===== config.mk =====
export PLATFORM = sky130hd
export DESIGN_NAME = bldc_spin_ctrl
export DESIGN_NICKNAME = d
export VERILOG_FILES = /design/src/rtl/bldc_spin_ctrl.sv
export SDC_FILE = /design/constraint.sdc
export NUM_CORES = 1
export LEC_CHECK = 0
export ABC_AREA = 1
export CORE_AREA = 8 8 114 116
export DETAILED_ROUTE_END_ITERATION = 6
export DIE_AREA = 0 0 122 124
export GPL_TIMING_DRIVEN = 0
export PLACE_DENSITY_LB_ADDON = 0.12
export REMOVE_ABC_BUFFERS = 1
export SETUP_SLACK_MARGIN = 0.15
export SLEW_MARGIN = 30
export SYNTH_ARGS = -nofsm -noshare
export SYNTH_HDL_FRONTEND = slang
export SYNTH_SLANG_ARGS = --single-unit

===== constraint.sdc =====
create_clock -name clk -period 3.8 [get_ports clk]
set_input_delay 0.38 -clock clk [delete_from_list [all_inputs] [get_ports clk]]
set_output_delay 0.38 -clock clk [all_outputs]
set_load 0.05 [all_outputs]

===== src/rtl/bldc_spin_ctrl.sv =====
// Six-step BLDC spin-up and speed sequencer: alignment, open-loop ramp, then
// closed-loop duty regulation against a target commutation period.
module bldc_spin_ctrl #(
  parameter int unsigned TICK_DIV     = 16,
  parameter int unsigned ALIGN_TICKS  = 20000,
  parameter int unsigned RAMP_START   = 5000,
  parameter int unsigned RAMP_MIN     = 200,
  parameter int unsigned RAMP_STEP    = 25,
  parameter int unsigned START_DUTY   = 25,
  parameter int unsigned RUN_DUTY_MIN = 50,
  parameter int unsigned STALL_TICKS  = 50000
) (
  input  logic        clk,
  input  logic        reset_n,
  input  logic        enable,
  input  logic [15:0] target_period,
  input  logic        comm_evt,
  input  logic        fault_clr,
  output logic [2:0]  step,
  output logic [7:0]  duty,
  output logic        drive_en,
  output logic [2:0]  state,
  output logic [15:0] meas_period,
  output logic        stall
);

  localparam int unsigned PW             = (TICK_DIV > 1) ? $clog2(TICK_DIV) : 1;
  localparam int unsigned RUN_ENTRY_DUTY = (START_DUTY > RUN_DUTY_MIN) ? START_DUTY : RUN_DUTY_MIN;

  localparam logic [PW-1:0] PRESC_LAST  = PW'(TICK_DIV - 1);
  localparam logic [15:0]   ALIGN_LOAD  = 16'(ALIGN_TICKS);
  localparam logic [15:0]   RAMP_LOAD   = 16'(RAMP_START);
  localparam logic [15:0]   RAMP_DEC    = 16'(RAMP_STEP);
  localparam logic [15:0]   RAMP_THR    = 16'(RAMP_MIN + RAMP_STEP);
  localparam logic [15:0]   STALL_LIM   = 16'(STALL_TICKS);
  localparam logic [7:0]    DUTY_START  = 8'(START_DUTY);
  localparam logic [7:0]    DUTY_FLOOR  = 8'(RUN_DUTY_MIN);
  localparam logic [7:0]    DUTY_ENTRY  = 8'(RUN_ENTRY_DUTY);

  typedef enum logic [2:0] {
    S_IDLE  = 3'd0,
    S_ALIGN = 3'd1,
    S_RAMP  = 3'd2,
    S_RUN   = 3'd3,
    S_FAULT = 3'd4
  } state_t;

  state_t      st;
  logic [PW-1:0] presc;
  logic [15:0] timer;
  logic [15:0] wait_r;
  logic [15:0] per_cnt;
  logic        tick;
  logic        expire;
  logic [2:0]  step_nxt;

  assign tick     = (presc == PRESC_LAST);
  assign expire   = tick && (timer == 16'd1);
  assign step_nxt = (step == 3'd5) ? 3'd0 : step + 3'd1;
  assign state    = st;

  // Free-running timing-tick prescaler
  always_ff @(posedge clk or negedge reset_n) begin
    if (!reset_n) begin
      presc <= '0;
    end else if (tick) begin
      presc <= '0;
    end else begin
      presc <= presc + PW'(1);
    end
  end

  // Sequencer FSM with registered outputs, interval timer and period counter
  always_ff @(posedge clk or negedge reset_n) begin
    if (!reset_n) begin
      st          <= S_IDLE;
      step        <= 3'd0;
      duty        <= 8'd0;
      drive_en    <= 1'b0;
      meas_period <= 16'd0;
      stall       <= 1'b0;
      timer       <= 16'd0;
      wait_r      <= 16'd0;
      per_cnt     <= 16'd0;
    end else begin
      if (tick && (timer != 16'd0)) timer <= timer - 16'd1;

      // Dropping enable aborts any active phase and beats same-cycle events
      if ((st inside {S_ALIGN, S_RAMP, S_RUN}) && !enable) begin
        st       <= S_IDLE;
        step     <= 3'd0;
        duty     <= 8'd0;
        drive_en <= 1'b0;
      end else begin
        case (st)
          S_IDLE: begin
            step     <= 3'd0;
            duty     <= 8'd0;
            drive_en <= 1'b0;
            stall    <= 1'b0;
            if (enable) begin
              st       <= S_ALIGN;
              timer    <= ALIGN_LOAD;
              duty     <= DUTY_START;
              drive_en <= 1'b1;
            end
          end
          S_ALIGN: begin
            if (expire) begin
              st     <= S_RAMP;
              timer  <= RAMP_LOAD;
              wait_r <= RAMP_LOAD;
            end
          end
          S_RAMP: begin
            if (expire) begin
              step <= step_nxt;
              if (wait_r < RAMP_THR) begin
                st      <= S_RUN;
                duty    <= DUTY_ENTRY;
                per_cnt <= 16'd0;
              end else begin
                wait_r <= wait_r - RAMP_DEC;
                timer  <= wait_r - RAMP_DEC;
              end
            end
          end
          S_RUN: begin
            // A commutation event takes precedence over both the tick and the stall limit
            if (comm_evt) begin
              step        <= step_nxt;
              meas_period <= per_cnt;
              per_cnt     <= 16'd0;
              if (per_cnt > target_period) begin
                if (duty != 8'hFF) duty <= duty + 8'd1;
              end else if (per_cnt < target_period) begin
                duty <= (duty > DUTY_FLOOR) ? duty - 8'd1 : DUTY_FLOOR;
              end
            end else if (per_cnt >= STALL_LIM) begin
              st       <= S_FAULT;
              duty     <= 8'd0;
              drive_en <= 1'b0;
              stall    <= 1'b1;
            end else if (tick && (per_cnt != 16'hFFFF)) begin
              per_cnt <= per_cnt + 16'd1;
            end
          end
          S_FAULT: begin
            if (fault_clr) begin
              st    <= S_IDLE;
              step  <= 3'd0;
              stall <= 1'b0;
            end
          end
          default: begin
            st       <= S_IDLE;
            step     <= 3'd0;
            duty     <= 8'd0;
            drive_en <= 1'b0;
            stall    <= 1'b0;
          end
        endcase
      end
    end
  end

endmodule


==> Implementation_results.wiki, run 1 <==
== Implementation results ==
{| class="wikitable"
! Metric !! Value
|-
| Cell Count Post-Placement || 951
|-
| Family of cells with the greatest summed delay on the critical path || simple AND/OR/NAND/NOR gates
|-
| First-pass detailed-route iteration total || 5
|-
| DRC violations left || 0
|-
| Most used cells in the layout excluding fill and tap cells || 177 x nand2_1, 89 x inv_1, 84 x dfrtp_1
|-
| Maximum clock rate || 394 MHz
|-
| GR Layer Usage met2 || 0.319
|-
| Routing usage on met3 || 0.0422
|-
| Final setup violation count || 0
|-
| Number of warnings issued by yosys || 0
|-
| Fraction of power consumed by the clock network || 0.181
|-
| Die outline height || 124 µm
|-
| Fraction of final layout cells sized beyond drive strength 1 || 0.0934
|-
| Crit path cell chain || clkdlybuf4s50_1 > inv_1 > ha_1 > nand2_1 > nor3_1 > nand4_1 > nand2_1 > inv_1 > a21oi_1 > nor2_1 > nand2_2 > o21ai_2
|-
| Dominant logic cell type in the layout || nand2_1
|-
| Combinational Area || 3260 µm²
|-
| Via count of the first global-routing pass || 5249
|-
| Number of well taps || 143
|-
| Antenna diode instance count || 0
|-
| Count of input and output buffers || 52
|-
| Detail Route met3 WL || 913 µm
|-
| Sw frac || 0.485
|-
| Count of nets after finishing || 867
|-
| Maximum net fanout on the critical path || 10
|-
| Repair and plain buffers || 54
|-
| Count of library flops with an enable pin || 0
|-
| Number of distinct library cells after synthesis || 50
|-
| Count of endpoints failing hold in the final timing report || 0
|-
| Relative contribution of sequential cells to total power || 0.304
|-
| Number of clock buffers in the layout || 10
|-
| Clock tree root driver cell || clkbuf_16
|-
| # Cells Yosys || 767
|-
| Seq share, synth || 0.361
|-
| Mapped Area || 5820 µm²
|-
| Transition time at the pin with the least slew margin || 0.714 ns
|-
| Max-cap violation count || 0
|-
| Count of multi-input combinational gates || 572
|-
| Flip-flop and latch count after synthesis || 84
|-
| Setup TNS || 0 ns
|-
| Placed cell area || 6480 µm²
|-
| Routed Antenna Nets || 0
|-
| Routed wirelength normalized by instance count || 15.1 µm
|-
| DP HPWL || 11100 µm
|-
| # hold bufs at CTS || 1
|-
| Total die area || 15100 µm²
|-
| Maximum vdd ir drop || 0.487 mV
|-
| Met1 Use GR || 0.285
|-
| Worst Hold Slack || 0.482 ns
|-
| Worst EP required || 4.04 ns
|-
| Power density relative to cell area || 720 nW/µm²
|-
| Fraction of cell area in non-clock buffers || 0.0825
|-
| RSZ-0062 raised after global routing || no
|-
| Global route hottest layer || met2
|-
| Num Clock Sinks || 84
|-
| Switching Power || 2.37 mW
|-
| Final slew viol count || 0
|-
| Detailed-routed wire length on met2 || 6450 µm
|-
| Kind of capture point of the worst setup path || flop
|-
| Fin Clk Skew || 0.00761 ns
|-
| Clock transition at the registers of the reported paths || 0.06 ns
|-
| Remaining Overflow, GRT || 0
|-
| PostCTS Resize Cnt || 0
|-
| Largest incremental delay on the critical path || 0.46 ns
|-
| Metal1 wirelength || 6980 µm
|-
| Leading power group || combinational cells
|-
| Hold crit path type || flop to flop
|-
| First-pass GRT wire length || 25300 µm
|-
| Clock network area share || 0.0430
|-
| H-tree Lvls || 3
|-
| Logic share of the area || 0.481
|-
| Result of the run || finished, final reports clean
|-
| I/O pin count || 53
|-
| Count of sequential standard cells || 84
|-
| Final setup margin || 1.26 ns
|-
| Number of CTS-inserted buffers || 9
|-
| Largest net degree at the start of global routing || 48
|-
| Synthesized chip area reported by yosys || 5820 µm²
|-
| Aggregate global-route resource usage || 0.208
|-
| Final Wtd Congestion || 0.870
|-
| Leakage power || 3.07 nW
|-
| Chip width || 122 µm
|-
| Worst Setup Start Kind || input port
|-
| Total number of vias || 5255
|-
| Logic gate share of total power || 0.515
|}
==> run 1: path summary, 6_finish.rpt <==
check                                  startpoint        endpoint  slack, ns  cells after the start
worst min-delay path               meas_period[0]  meas_period[0]       0.48                      2
max in group asynchronous                 reset_n        timer[4]       2.75                      3
worst max-delay path            target_period[15]         duty[6]       1.26                     12
min in group asynchronous                 reset_n  meas_period[6]       0.50                      2
worst max register to register        per_cnt[14]         duty[6]       1.33                     10
worst min register to register     meas_period[0]  meas_period[0]       0.48                      2
==> run 1: synth_stat cells, types with 6 or more instances <==
cell type,instances,area (µm²)
nand2_1,177,664
inv_1,89,334
dfrtp_1,84,2100
nor2_1,70,263
o21ai_0,49,245
nand3_1,40,200
xor2_1,30,263
a21oi_1,29,145
ha_1,26,325
o21ai_1,21,105
nor3_1,19,95.1
nand4_1,17,106
o211ai_1,16,120
nand2_2,9,56.3
nand3_2,9,90.1
nor2_2,7,43.8
xnor2_1,7,61.3
nor2_4,6,67.6
o21ai_2,6,52.6
==> run 1: logic make-up after synthesis <==
logic type	synth area share
buffers and inverters	0.0800
xor gates and xnor gates	0.0557
AOI/OAI and AO/OA	0.138
adders and majority gates	0.0559
DFF	0.361
and+or+nand+nor	0.309
==> run 1: sequential cells by signal, indices dropped and copies added (netlist names) <==
| name | flops |
|---|---|
| step | 3 |
| meas_period | 16 |
| stall | 1 |
| wait_r | 16 |
| drive_en | 1 |
| per_cnt | 16 |
| state | 3 |
| timer | 16 |
| presc | 4 |
| duty | 8 |
==> run 1: worst min-delay path: cells and delay by family, from the launching register on <==
family	cells	cell delay, ns
flip-flops	1	0.34
AND-OR/OR-AND	1	0.06
AND/OR/NAND/NOR	1	0.05
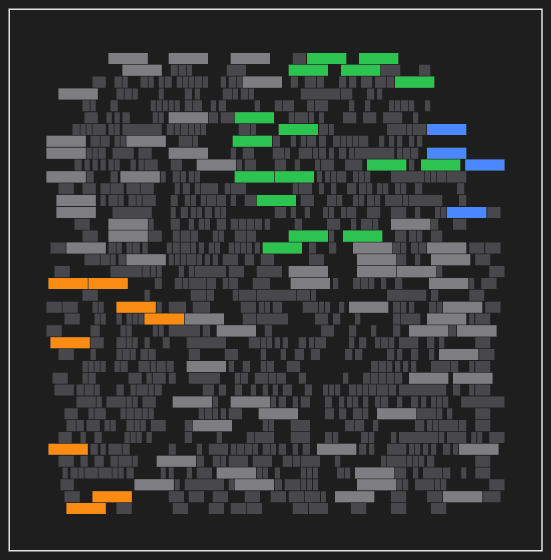
Figure 1: run 1, where the registers sit.
Other sequential cells in the stronger grey, the rest of the logic in the fainter grey.
[presc] blue | flops: 4 | where: top right
[duty] orange | flops: 8
[timer] green | flops: 16
final core utilization: 0.607
flip-flop and latch share of the layout cell area: 0.310
FF/Latch Area: 2100 µm²
Sequential Power: 1.48 mW

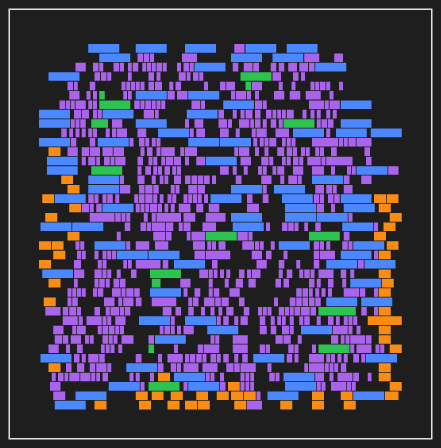
Figure 2: run 1, placement by cell class.
[remaining buffers and delay cells] orange | cells: 54 | share of their area: 8.5%
[sequential cells] blue | cells: 84 | share of their area: 32%
[combinational and other logic] purple | cells: 671 | share of their area: 55%
[clock drivers and dummy loads] green | cells: 15 | share of their area: 4.4%
Finished Cell Area: 6780 µm²
area inside the core boundary: 11200 µm²
number of cell rows: 39

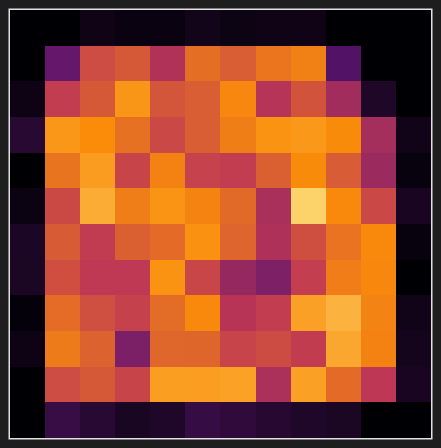
Figure 3: run 1, local utilization.
12 x 12 tiles, from black (low) to pale yellow (high), 0 to 100% covered.
tiles over 75% full: 12%
nearly empty tiles: 11%
densest ninth of the die: middle
emptiest ninth of the die: top right
mean over tiles: 44%
fp util: 0.521

==> run 2: changes to the inputs <==
==> constraint.sdc (replaced) <==
create_clock -name clk -period 2.08 [get_ports clk]
set_input_delay 0.208 -clock clk [delete_from_list [all_inputs] [get_ports clk]]
set_output_delay 0.208 -clock clk [all_outputs]
set_load 0.05 [all_outputs]
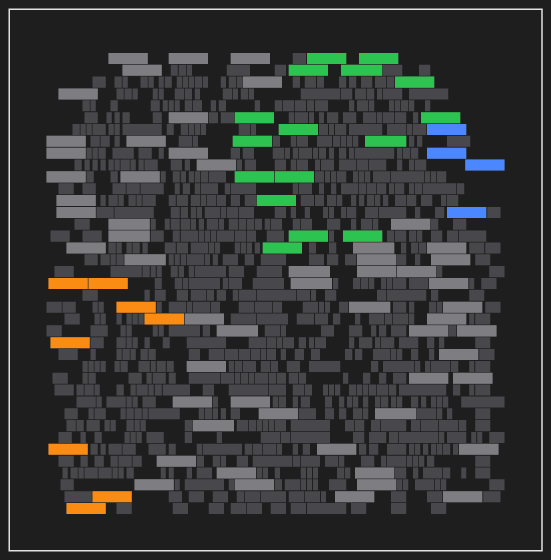
Figure 4: run 2, where the registers sit.
Other sequential cells in the stronger grey, the rest of the logic in the fainter grey.
[presc] blue | flops: 4 | where: top right
[duty] orange | flops: 8
[timer] green | flops: 16 | where: top middle
not coloured: 56
final core utilization: 0.686
FF/Latch Area: 2120 µm²
Sequential Power: 2.75 mW
flip-flop and latch share of the layout cell area: 0.276

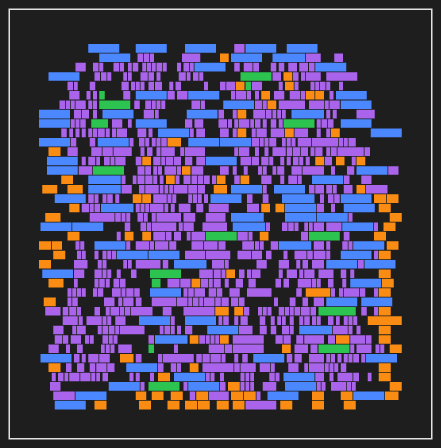
Figure 5: run 2, placement by cell class.
[combinational and other logic] purple | cells: 676 | share of their area: 56%
[sequential cells] blue | cells: 84 | share of their area: 28%
[remaining buffers and delay cells] orange | cells: 95 | share of their area: 12%
[clock drivers and dummy loads] green | cells: 15 | share of their area: 3.9%
Finished Cell Area: 7670 µm²

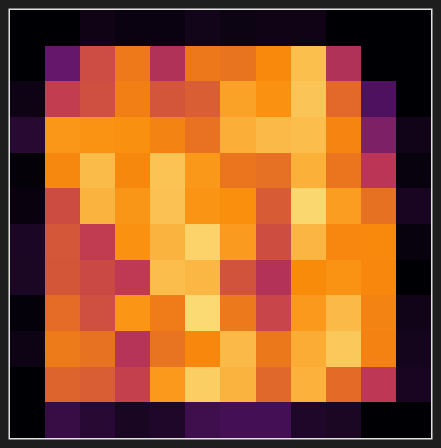
Figure 6: run 2, local utilization.
12 x 12 tiles, from black (low) to pale yellow (high), 0 to 100% covered.
fullest tile: 92%
densest ninth of the die: middle
tiles over 75% full: 28%
mean over tiles: 50%
emptiest ninth of the die: top right
nearly empty tiles: 11%

==> Implementation_results.wiki, run 2 <==
== Implementation results ==
{| class="wikitable"
! Metric !! Value
|-
| Result of the run || finished, final reports clean
|-
| Seq share, synth || 0.361
|-
| Worst Setup Start Kind || flop
|-
| Flip-flop and latch count after synthesis || 84
|-
| Area inside the core boundary || 11200 µm²
|-
| Simple logic cell fraction of the synthesized area || 0.309
|-
| Total number of vias || 5681
|-
| Count of nets after finishing || 913
|-
| Synthesized-area fraction occupied by xor and xnor cells || 0.0557
|-
| First-pass detailed-route iteration total || 5
|-
| Worst Hold Slack || 0.325 ns
|-
| Synth logic family || simple AND/OR/NAND/NOR gates
|-
| Count of endpoints failing hold in the final timing report || 0
|-
| Maximum clock rate || 504 MHz
|-
| DP HPWL || 11100 µm
|-
| CP startpoint || per_cnt[0]
|-
| # Cells Yosys || 767
|-
| Via count of the first global-routing pass || 5520
|-
| Slack of the worst reg-to-reg path || 0.1 ns
|-
| Fraction of the mapped netlist area in compound gates || 0.138
|-
| Mean instance size in the synthesized netlist || 7.59 µm²
|-
| Proportion of synthesized area in mux cells || 0
|-
| Clock transition at the registers of the reported paths || 0.06 ns
|-
| Die outline height || 124 µm
|-
| Final slew viol count || 0
|-
| Leading cell types by total area after synthesis || dfrtp_1 36%, nand2_1 11%, inv_1 5.7%, ha_1 5.6%, nor2_1 4.5%
|-
| Power density relative to cell area || 1280 nW/µm²
|-
| Chip width || 122 µm
|-
| Logic depth of the worst register-to-register path || 8
|-
| Remaining Overflow, GRT || 0
|-
| Cell taking the most area after synthesis || dfrtp_1
|-
| Max-cap violation count || 0
|-
| Synthesized chip area reported by yosys || 5820 µm²
|-
| Antenna diode instance count || 0
|-
| Leakage power || 3.40 nW
|-
| Fin Clk Skew || 0.00660 ns
|-
| Number of CTS-inserted buffers || 9
|-
| Largest incremental delay on the critical path || 0.44 ns
|-
| First-pass GRT wire length || 27000 µm
|-
| Critical path endpoint || per_cnt[15]
|-
| Maximum net fanout on the critical path || 6
|-
| Count of library flops with an enable pin || 0
|-
| Most used cells in the layout excluding fill and tap cells || 156 x nand2_1, 82 x inv_1, 72 x dfrtp_1
|-
| Worst flop-to-flop path startpoint || per_cnt[0]
|-
| Mapped Area || 5820 µm²
|-
| Fp util || 0.521
|-
| H-tree Lvls || 3
|-
| Routed Antenna Nets || 0
|-
| Post-synthesis share of cell area spent on full adders, half adders and majority gates || 0.0559
|-
| Cell with the largest stage delay on the worst path || dfrtp_2
|-
| Num Clock Sinks || 84
|-
| Aggregate global-route resource usage || 0.222
|-
| Leading cell types by count after synthesis || 177 x nand2_1, 89 x inv_1, 84 x dfrtp_1
|-
| Top cell type by instance count after synthesis || nand2_1
|-
| Placed cell area || 6480 µm²
|-
| Top-area cell share || 0.361
|-
| Number of warnings issued by yosys || 0
|-
| Setup TNS || 0 ns
|-
| Transition time at the pin with the least slew margin || 0.518 ns
|-
| Crit path cell chain || nand3_1 > nor2_1 > inv_1 > nor3_1 > nand2_1 > nor4_1 > nand3_2 > a21boi_1
|-
| Worst EP required || 2.35 ns
|-
| Final Wtd Congestion || 0.870
|-
| Largest net degree at the start of global routing || 48
|-
| DRC violations left || 0
|-
| RSZ-0062 raised after global routing || yes
|-
| Number of distinct library cells after synthesis || 50
|}
[run 2: netlist changes by cell type in the layout (fill, tap and decap cells not counted), sizes merged]
cell | before | now
a31oi | 2 | 4
buf | 2 | 43
clkdlybuf4s50 | 51 | 44
dlygate4sd2 | 0 | 3
dlymetal6s2s | 0 | 4
inv | 97 | 98
nand2 | 189 | 191
[run 2: layout make-up]
class | instances | area, µm²
Fill cell | 900 | 3510
Tap cell | 143 | 179
Clock buffer | 10 | 239
Inverter | 99 | 410
Timing Repair Buffer | 95 | 905
Multi-Input combinational cell | 576 | 3750
Clock inverter | 5 | 52.6
Sequential cell | 84 | 2120
Timing Repair inverter | 1 | 11.3
[run 2: metal layers]
layer / track usage / part of all wire
met1: 0.296 / 0.45
met2: 0.354 / 0.47
met3: 0.0444 / 0.064
met4: 0.0771 / 0.018
met5: 0 / 0
[run 2: cell families (layout without fill, tap and decap cells)]
group / after synthesis / in the layout
flip-flops: 84 / 84
AND/OR/NAND/NOR: 372 / 374
adder cells (fa/ha/maj): 26 / 26
XOR/XNOR: 37 / 37
buffers and inverters: 111 / 210
AND-OR/OR-AND: 137 / 139
[run 2: repair_timing]
action / in CTS / in global routing
gates resized: 47 / 88
endpoints found under the setup margin: 65 / 61
setup buffers: 20 / 21
hold buffers: 1 / 0
pin swaps: 18 / 29
endpoints found under the hold margin: 37 / 0
cloned: 2 / 3
[run 2: power by group]
group	switching, mW	internal [mW]	leakage, nW
sequential	0.603	2.15	1.06
clock	0.678	0.950	0.144
combinational	3.53	1.91	2.19
total	4.82	5.01	3.40
[run 2: worst max-delay path: cells and delay by family, from the launching register on]
family / cells / cell delay, ns
DFF: 1 / 0.44
AOI/OAI and AO/OA: 1 / 0.15
buffers and inverters: 1 / 0.14
and+or+nand+nor: 6 / 1.18
==> run 3: changes to the inputs <==
--- a/config.mk
+++ b/config.mk
@@ -7,13 +7,14 @@
 export LEC_CHECK = 0
 export ABC_AREA = 1
 export CORE_AREA = 8 8 114 116
+export CTS_CLUSTER_DIAMETER = 50
 export DETAILED_ROUTE_END_ITERATION = 6
 export DIE_AREA = 0 0 122 124
 export GPL_TIMING_DRIVEN = 0
 export PLACE_DENSITY_LB_ADDON = 0.12
 export REMOVE_ABC_BUFFERS = 1
 export SETUP_SLACK_MARGIN = 0.15
-export SLEW_MARGIN = 30
+export SLEW_MARGIN = 20
 export SYNTH_ARGS = -nofsm -noshare
 export SYNTH_HDL_FRONTEND = slang
 export SYNTH_SLANG_ARGS = --single-unit
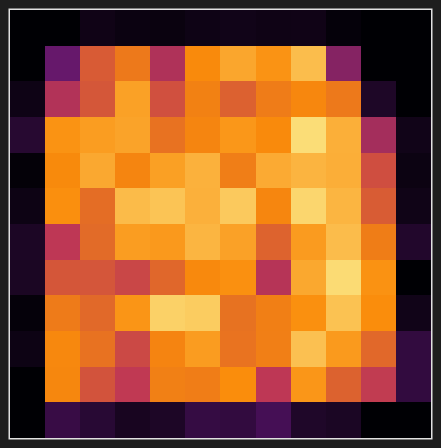
Figure 7: run 3, local utilization.
12 x 12 tiles, from black (low) to pale yellow (high), 0 to 100% covered.
nearly empty tiles: 11%
emptiest ninth of the die: top right
tiles over 75% full: 31%
fullest tile: 93%
densest ninth of the die: middle
final core utilization: 0.696

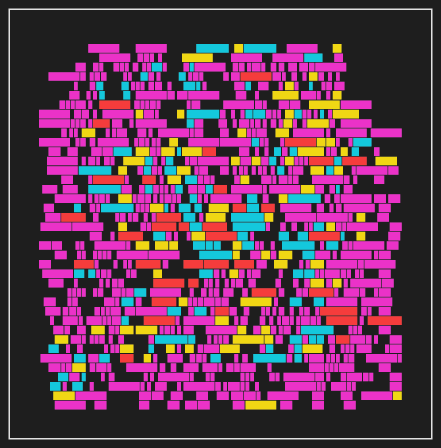
Figure 8: run 3, cells by drive strength.
[_0 and _1 cells] magenta | cells: 655 | share: 75% | most used: nand2_1
[_3 and _4 cells] yellow | cells: 82 | share: 9.4% | most used: buf_4
[_6 and larger] red | cells: 37 | share: 4.2% | most used: clkbuf_16
[_2 cells] cyan | cells: 101 | share: 12% | most used: nand2_2
layout overhead on the synthesized area: 33.7%
Repair and plain buffers: 100
Finished Cell Area: 7780 µm²

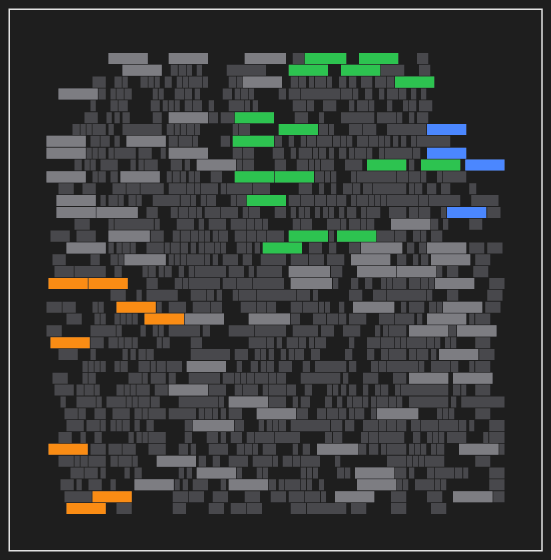
Figure 9: run 3, where the registers sit.
Other sequential cells in the stronger grey, the rest of the logic in the fainter grey.
[timer] green | flops: 16
[duty] orange | flops: 8
[presc] blue | flops: 4 | where: top right
not coloured: 56
flip-flop and latch share of the layout cell area: 0.273
FF/Latch Area: 2120 µm²

==> Implementation_results.wiki, run 3 <==
== Implementation results ==
{| class="wikitable"
! Metric !! Value
|-
| Sequential Power || 2.75 mW
|-
| H-tree Lvls || 3
|-
| Cell Count Post-Placement || 951
|-
| Worst EP required || 2.36 ns
|-
| Result of the run || finished, final reports clean
|-
| Comb power || 5.66 mW
|-
| Mapped Area || 5820 µm²
|-
| RSZ-0062 raised after global routing || yes
|-
| Number of CTS-inserted buffers || 9
|-
| Most used cells in the layout excluding fill and tap cells || 155 x nand2_1, 81 x inv_1, 70 x dfrtp_1
|-
| Number of cell rows || 39
|-
| Cell with the largest stage delay on the worst path || dfrtp_1
|-
| Internal cell power || 5.15 mW
|-
| First-pass detailed-route iteration total || 5
|-
| # Cells Yosys || 767
|-
| Maximum vdd ir drop || 0.923 mV
|-
| Die outline height || 124 µm
|-
| Synthesized chip area reported by yosys || 5820 µm²
|-
| Final setup margin || 0.0721 ns
|-
| Placed cell area || 6470 µm²
|-
| TritonCTS clock tree || done
|-
| Most frequent cell on the critical path || nand2_2
|-
| Power density relative to cell area || 1290 nW/µm²
|-
| Leading cell types by total area after synthesis || dfrtp_1 36%, nand2_1 11%, inv_1 5.7%, ha_1 5.6%, nor2_1 4.5%
|-
| Number of warnings issued by yosys || 0
|-
| Via count of the first global-routing pass || 5380
|-
| Final Wtd Congestion || 0.870
|-
| Max-cap violation count || 0
|-
| First-pass GRT wire length || 26200 µm
|-
| Power dissipated in the clock network || 1.63 mW
|-
| Final setup violation count || 0
|-
| Worst Setup Start Kind || flop
|-
| Largest incremental delay on the critical path || 0.44 ns
|-
| Transition time at the pin with the least slew margin || 0.544 ns
|-
| Fraction of power consumed by the clock network || 0.162
|-
| Switching Power || 4.90 mW
|-
| Top-area cell share || 0.361
|-
| Total die area || 15100 µm²
|-
| Number of distinct library cells after synthesis || 50
|-
| Crit path cell chain || nor2_2 > nand2_2 > nor2_4 > nand3_4 > nand2_2 > nand2_2 > a21oi_4 > nand2_8 > clkinv_8 > buf_6 > nand3_2 > o21ai_2
|-
| Cell taking the most area after synthesis || dfrtp_1
|-
| Routed Antenna Nets || 0
|-
| Fraction of final layout cells sized beyond drive strength 1 || 0.251
|-
| Fp util || 0.521
|-
| Flip-flop and latch count after synthesis || 84
|-
| Relative contribution of sequential cells to total power || 0.274
|-
| Remaining Overflow, GRT || 0
|-
| Final slew viol count || 0
|-
| Logic gate share of total power || 0.563
|-
| Dominant logic cell type in the layout || nand2_1
|-
| Maximum clock rate || 498 MHz
|-
| Area inside the core boundary || 11200 µm²
|-
| Largest net degree at the start of global routing || 48
|-
| Leading cell types by count after synthesis || 177 x nand2_1, 89 x inv_1, 84 x dfrtp_1
|-
| Count of endpoints failing hold in the final timing report || 0
|-
| Count of nets after finishing || 918
|-
| Family of cells with the greatest summed delay on the critical path || simple AND/OR/NAND/NOR gates
|-
| Seq share, synth || 0.361
|-
| Clock tree root driver cell || clkbuf_16
|-
| Antenna diode instance count || 0
|-
| Maximum net fanout on the critical path || 8
|-
| Worst Hold Slack || 0.368 ns
|-
| Count of buffer and inverter cells on the critical path || 2
|-
| DRC violations left || 0
|-
| Hold crit path type || input port to asynchronous set/reset pin
|-
| Top cell type by instance count after synthesis || nand2_1
|-
| Mean instance size in the synthesized netlist || 7.59 µm²
|-
| Top_reg_cell synth || dfrtp_1
|-
| Count of library flops with an enable pin || 0
|-
| Leading power group || combinational cells
|-
| Fin Clk Skew || 0.00829 ns
|-
| I/O pin count || 53
|-
| Aggregate global-route resource usage || 0.216
|-
| Num Clock Sinks || 84
|-
| Setup TNS || 0 ns
|-
| Sw frac || 0.488
|-
| Leakage power || 3.52 nW
|-
| Chip width || 122 µm
|-
| Kind of capture point of the worst setup path || flop
|-
| Clock transition at the registers of the reported paths || 0.06 ns
|-
| Routed wirelength normalized by instance count || 16.4 µm
|-
| Fillers || 901
|-
| DP HPWL || 11100 µm
|-
| Total number of vias || 5640
|}
## run 3: layout make-up
cell class              count  area (µm²)  area share
flip-flops and latches     84        2120       0.273
repair buffers            100         987       0.127
inverters                  99         419      0.0539
repair inverters            1        16.3     0.00209
well taps                 143         179      0.0230
clock buffers              10         239      0.0307
clock inverters             5        52.6     0.00676
multi-input cells         576        3760       0.484
## run 3: cell families after synthesis
group,Yosys count,synth area share
xor gates and xnor gates,37,0.0557
DFF,84,0.361
buffers and inverters,111,0.0800
AOI/OAI and AO/OA,137,0.138
adders and majority gates,26,0.0559
and+or+nand+nor,372,0.309
## run 3: worst paths after layout
| path | to | start | slack [ns] | cells after the start |
|---|---|---|---|---|
| max | per_cnt[11] | timer[8] | 0.07 | 12 |
| min | meas_period[6] | reset_n | 0.37 | 2 |
| max reg2reg | per_cnt[11] | timer[8] | 0.07 | 12 |
| min reg2reg | meas_period[14] | meas_period[14] | 0.48 | 2 |
| max in group asynchronous | per_cnt[7] | reset_n | 1.06 | 3 |
| min in group clk | meas_period[14] | meas_period[14] | 0.48 | 2 |
## run 3: metal layers
metal | part of all wire | vias up | track usage | routed length [µm]
met3 | 0.060 | 23 | 0.0535 | 1010
li1 | - | 2738 | - | -
met2 | 0.47 | 167 | 0.334 | 7810
met4 | 0.012 | 0 | 0.0663 | 204
met5 | 0 | - | 0 | 0
met1 | 0.46 | 2712 | 0.292 | 7680
## run 3: repair_timing
item / CTS / global route
buffers inserted: 16 / 30
resized: 40 / 115
hold buffers: 1 / 0
setup endpoints to repair: 65 / 60
gates cloned: 1 / 4
pin swaps: 6 / 27
hold endpoints to repair: 37 / 0
Power figures rest on the tool's default switching activity, not on a simulated workload.
